===== src/rtl/mult_pkg.sv =====
// mult_pkg: shared controller state type and default operand width for the sequential multiplier
package mult_pkg;
   localparam int DEF_WIDTH = 32;
   typedef enum logic [1:0] {IDLE, RUN, DONE} state_t;
endpackage


===== src/rtl/mult_add.sv =====
// mult_add: WIDTH+1-bit adder for the partial-product accumulate step
//   a, b : WIDTH-bit unsigned addends
//   sum  : low WIDTH bits of a+b
//   cout : carry out of a+b
module mult_add
   import mult_pkg::*;
#(
   parameter int WIDTH = DEF_WIDTH
) (
   input  logic [WIDTH-1:0] a,
   input  logic [WIDTH-1:0] b,
   output logic [WIDTH-1:0] sum,
   output logic             cout
);
   assign {cout, sum} = {1'b0, a} + {1'b0, b};
endmodule


===== src/rtl/mult32_seq.sv =====
// mult32_seq: sequential shift-and-add unsigned multiplier, WIDTH RUN cycles per product
//   clk     : rising-edge clock
//   reset   : asynchronous active-high reset
//   start   : request a multiply, accepted in IDLE or DONE
//   a, b    : multiplicand / multiplier, sampled on an accepted start
//   busy    : high while the multiply runs
//   done    : one-cycle pulse, product valid
//   product : 2*WIDTH-bit result register
//   ovf     : with MULT32_SEQ_OVERFLOW_EN only, upper half of product nonzero
module mult32_seq
   import mult_pkg::*;
#(
   parameter int WIDTH = DEF_WIDTH
) (
   input  logic                 clk,
   input  logic                 reset,
   input  logic                 start,
   input  logic [WIDTH-1:0]     a,
   input  logic [WIDTH-1:0]     b,
   output logic                 busy,
   output logic                 done,
   output logic [2*WIDTH-1:0]   product
`ifdef MULT32_SEQ_OVERFLOW_EN
   ,
   output logic                 ovf
`endif
);
   localparam int CW = WIDTH > 1 ? $clog2(WIDTH) : 1;
   state_t            state, state_nx;
   logic [WIDTH-1:0]  mcand, sum;
   logic [CW-1:0]     cnt;
   logic              carry, cout, accept, last;
   logic [WIDTH:0]    upper;
   mult_add #(.WIDTH(WIDTH)) u_add (
      .a    (product[2*WIDTH-1:WIDTH]),
      .b    (mcand),
      .sum  (sum),
      .cout (cout)
   );
   assign last  = cnt == CW'(WIDTH - 1);
   // {carry,high} after the conditional add, before the right shift
   assign upper = product[0] ? {cout, sum} : {carry, product[2*WIDTH-1:WIDTH]};
   always_ff @(posedge clk or posedge reset)
      if (reset) state <= IDLE;
      else       state <= state_nx;
   always_comb begin
      accept   = start && state != RUN;
      state_nx = accept ? RUN : state == RUN ? (last ? DONE : RUN) : IDLE;
      busy     = state == RUN;
      done     = state == DONE;
   end
   always_ff @(posedge clk or posedge reset)
      if (reset) begin
         mcand   <= '0;
         product <= '0;
         carry   <= 1'b0;
         cnt     <= '0;
      end else if (accept) begin
         mcand   <= a;
         product <= {{WIDTH{1'b0}}, b};
         carry   <= 1'b0;
         cnt     <= '0;
      end else if (busy) begin
         product <= {upper, product[WIDTH-1:1]};
         carry   <= 1'b0;
         cnt     <= cnt + 1'b1;
      end
`ifdef MULT32_SEQ_OVERFLOW_EN
   // upper[WIDTH:1] becomes the high half of product on the final RUN edge
   always_ff @(posedge clk or posedge reset)
      if (reset)             ovf <= 1'b0;
      else if (accept)       ovf <= 1'b0;
      else if (busy && last) ovf <= |upper[WIDTH:1];
`endif
endmodule


===== config.mk =====
export PLATFORM = sky130hd
export DESIGN_NAME = mult32_seq
export DESIGN_NICKNAME = d
export VERILOG_FILES = /design/src/rtl/mult_pkg.sv /design/src/rtl/mult_add.sv /design/src/rtl/mult32_seq.sv
export SDC_FILE = /design/constraint.sdc
export NUM_CORES = 1
export LEC_CHECK = 0
export ABC_AREA = 1
export CORE_MARGIN = 2
export CORE_UTILIZATION = 35
export CTS_CLUSTER_DIAMETER = 80
export CTS_CLUSTER_SIZE = 10
export DETAILED_ROUTE_END_ITERATION = 8
export GPL_ROUTABILITY_DRIVEN = 0
export GPL_TIMING_DRIVEN = 0
export PLACE_DENSITY = 0.58
export SLEW_MARGIN = 20
export SYNTH_ARGS = -nofsm -noshare
export SYNTH_HDL_FRONTEND = slang
export SYNTH_SLANG_ARGS = --single-unit

===== constraint.sdc =====
create_clock -name clk -period 3.2 [get_ports clk]
set_clock_uncertainty 0.2 [all_clocks]
set_input_delay 0.32 -clock clk [delete_from_list [all_inputs] [get_ports clk]]
set_output_delay 0.32 -clock clk [all_outputs]
set_load 0.03 [all_outputs]

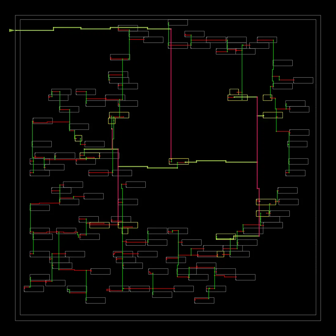
(clock nets)
clk_buf instances: 9
CTS buffer count: 9

==> results.sh <==
# yosys + openroad results
export IMPL_status="finished, final reports clean"
export IMPL_syn_cell_area_um2=6810
export IMPL_cts_hold_buffers=0
export IMPL_dieWidth_um=143
export IMPL_adder_share_pct=6.55
export IMPL_clock_area_share_pct=3.38
export IMPL_clock_latency_ns=0.36
export IMPL_fin_hold_ws_ns=0.117
export IMPL_io_buffers=132
export IMPL_cts_resized_gates=0
export IMPL_grt_overflow=0
export IMPL_drive_gt1_share_pct=4.95
export IMPL_arrival_ns=2.20
export IMPL_comb_cells=745
export IMPL_inv_count=144
export IMPL_gr_usage_met2_pct=34.9
export IMPL_max_slew_margin_pct=51.2
export IMPL_top_regs="product: 64 flops, mcand: 32 flops, cnt: 5 flops"
export IMPL_register_area_um2=2580
export IMPL_num_rows=51
export IMPL_mux_area_share_pct=0
export IMPL_well_tap_count=265
export IMPL_boundaryPins=133
export IMPL_largest_reg_flops=64
export IMPL_nNonClkBuffers=164
export IMPL_dp_cells=1421
export IMPL_crit_type="flop to output port"
export IMPL_post_cts_buffers=0
export IMPL_ys_ff=103
export IMPL_r2r_cells=12
export IMPL_antenna_found_initial=0
export IMPL_fp_nets=1123
export IMPL_cp_num_buf_inv=4
export IMPL_power_total_mw=11.0
export IMPL_antenna_cells=0
export IMPL_cp_depth=5
export IMPL_core_util_floorplan_pct=35.3
export IMPL_finalInstanceArea_um2=8820
export IMPL_min_period_over_period_pct=85.1
export IMPL_dpl_hpwl_um=16600
export IMPL_comb_power_mw=7.33
export IMPL_comb_area_share_pct=40.4
export IMPL_layout_top_cell="nand2_1"
export IMPL_dpl_cell_area_um2=8520
export IMPL_final_util_pct=45.8
export IMPL_p_sw_mw=5.78
export IMPL_nFillCells=2047
export IMPL_ys_warn_count=0
export IMPL_drc=0
export IMPL_synth_async_reset_ratio_pct=100
export IMPL_ff_count=103
export IMPL_top_power_group="combinational cells"
export IMPL_final_min_clock_period_ns=2.72
export IMPL_ys_sh_xor_pct=1.67
export IMPL_timing_final_ws_setup_ns=0.476
export IMPL_ys_cells=1021
export IMPL_final_cell_mix="nand2_1, inv_1, clkdlybuf4s50_1, dfrtp_1, nor2_1"
export IMPL_dominant_cells="combinational gates"
export IMPL_critPathMaxStageDelay_ns=0.72
export IMPL_cp_startpoint="state[1]$_DFF_PP0_"
export IMPL_routed_top_layer="met4"
export IMPL_met1_usage_pct=29.9
export IMPL_p_leak_nw=4.59
export IMPL_cap_violations=0
export IMPL_power_density_nw_per_um2=1240
export IMPL_path_cells="inv_1 -> nand2_1 -> inv_2 -> buf_2 -> clkdlybuf4s50_1"
export IMPL_finalSetupViolations=0
export IMPL_die_area_um2=20600
export IMPL_syn_avg_cell_area_um2=6.67
export IMPL_clkPwrFrac_pct=10.2
export IMPL_syn2layout_area_growth_pct=29.6
export IMPL_rsz0062_at_grt="no"
export IMPL_path_delay_family="buffers and inverters"
export IMPL_cp_start_kind="flop"
export IMPL_via_per_inst=4.62
export IMPL_hold_class="input pin to asynchronous set/reset pin"
export IMPL_grt_pass1_wl_um=34000
export IMPL_regToRegStartpoint="product[32]$_DFFE_PP0P_"
export IMPL_syn_inst=1021
export IMPL_edf_count=0
export IMPL_nets=1269
export IMPL_ys_sh_aoi_pct=8.73
export IMPL_end_kind="output port"
export IMPL_cts_tree="yes"
export IMPL_ys_types=33
export IMPL_place_ws_ns=0.669
export IMPL_worst_slew_pin_slew_ns=0.733
export IMPL_core_um2=19300
export IMPL_nonClkBufAreaFrac_pct=17.1
export IMPL_netlist_logic_family_top="simple AND/OR/NAND/NOR gates"
export IMPL_internal_power_mw=5.17
export IMPL_synthFlopType="dfrtp_1"
export IMPL_yosys_top_cells_area="dfrtp_1, nand2_1, inv_1"
export IMPL_pwr_share_comb_pct=67.0
export IMPL_grt_pass1_vias=6330
export IMPL_pg_seq_mw=2.50
export IMPL_die_h_um=143
export IMPL_finalHoldViolations=0
export IMPL_top_register="product"
export IMPL_drtIter0Drc=573
export IMPL_yosys_area_um2=6810
export IMPL_final_cells=1437
export IMPL_crit_path_end="busy"
export IMPL_r2r_slack_ns=0.62
export IMPL_rr_endpoint="product[55]$_DFFE_PP0P_"
export IMPL_top_usage_layer="met2"
export IMPL_grt_met3_usage_pct=3.90
export IMPL_worst_ir_drop_vdd_mv=0.466
export IMPL_top_cell="nand2_1"
export IMPL_tns_ns=0
export IMPL_drtPass1Iterations=5
export IMPL_clk_pin_slew_ns=0.08
export IMPL_logic_area_um2=3560
export IMPL_met2_length_um=9890
export IMPL_htreeDepth=3
export IMPL_cts_buffer_depth=2
export IMPL_ant_nets=0
export IMPL_yosysTopAreaCell="dfrtp_1"
export IMPL_wl_met3_um=971
export IMPL_worstPathMaxFanout=10
export IMPL_seq_area_share_pct=29.2
export IMPL_grt_max_degree=32
export IMPL_cts_sinks=103
export IMPL_synth_cellmix_simpleShare_pct=35.4
export IMPL_met1Wirelength_um=10100
export IMPL_synth_top_cell_area_share_pct=37.9
export IMPL_ys_seq_share_pct=37.9
export IMPL_p_sw_share_pct=52.7
export IMPL_cts_root_buf="clkbuf_16"
export IMPL_common_cells="nand2_1, inv_1, dfrtp_1"
export IMPL_required_ns=2.68
export IMPL_warnings=26
export IMPL_clk_power_mw=1.12
export IMPL_grt_use_total_pct=21.5
export IMPL_seq_power_share_pct=22.8
export IMPL_wl_per_cell_um=14.7
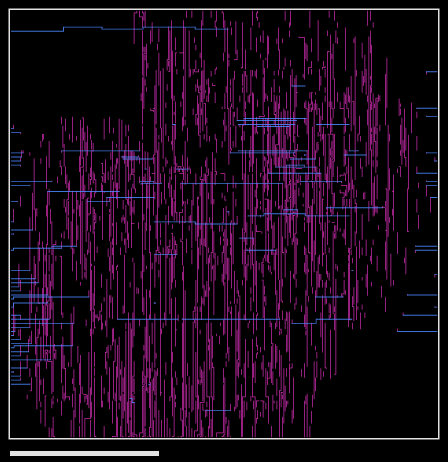
(signal wires by layer)
Bar = 50 um. Two of the layers only.
- M2: magenta (wire length 9890 um)
- M3: blue (wire length 972 um)
routed wire length: 21200 um
via count: 6632

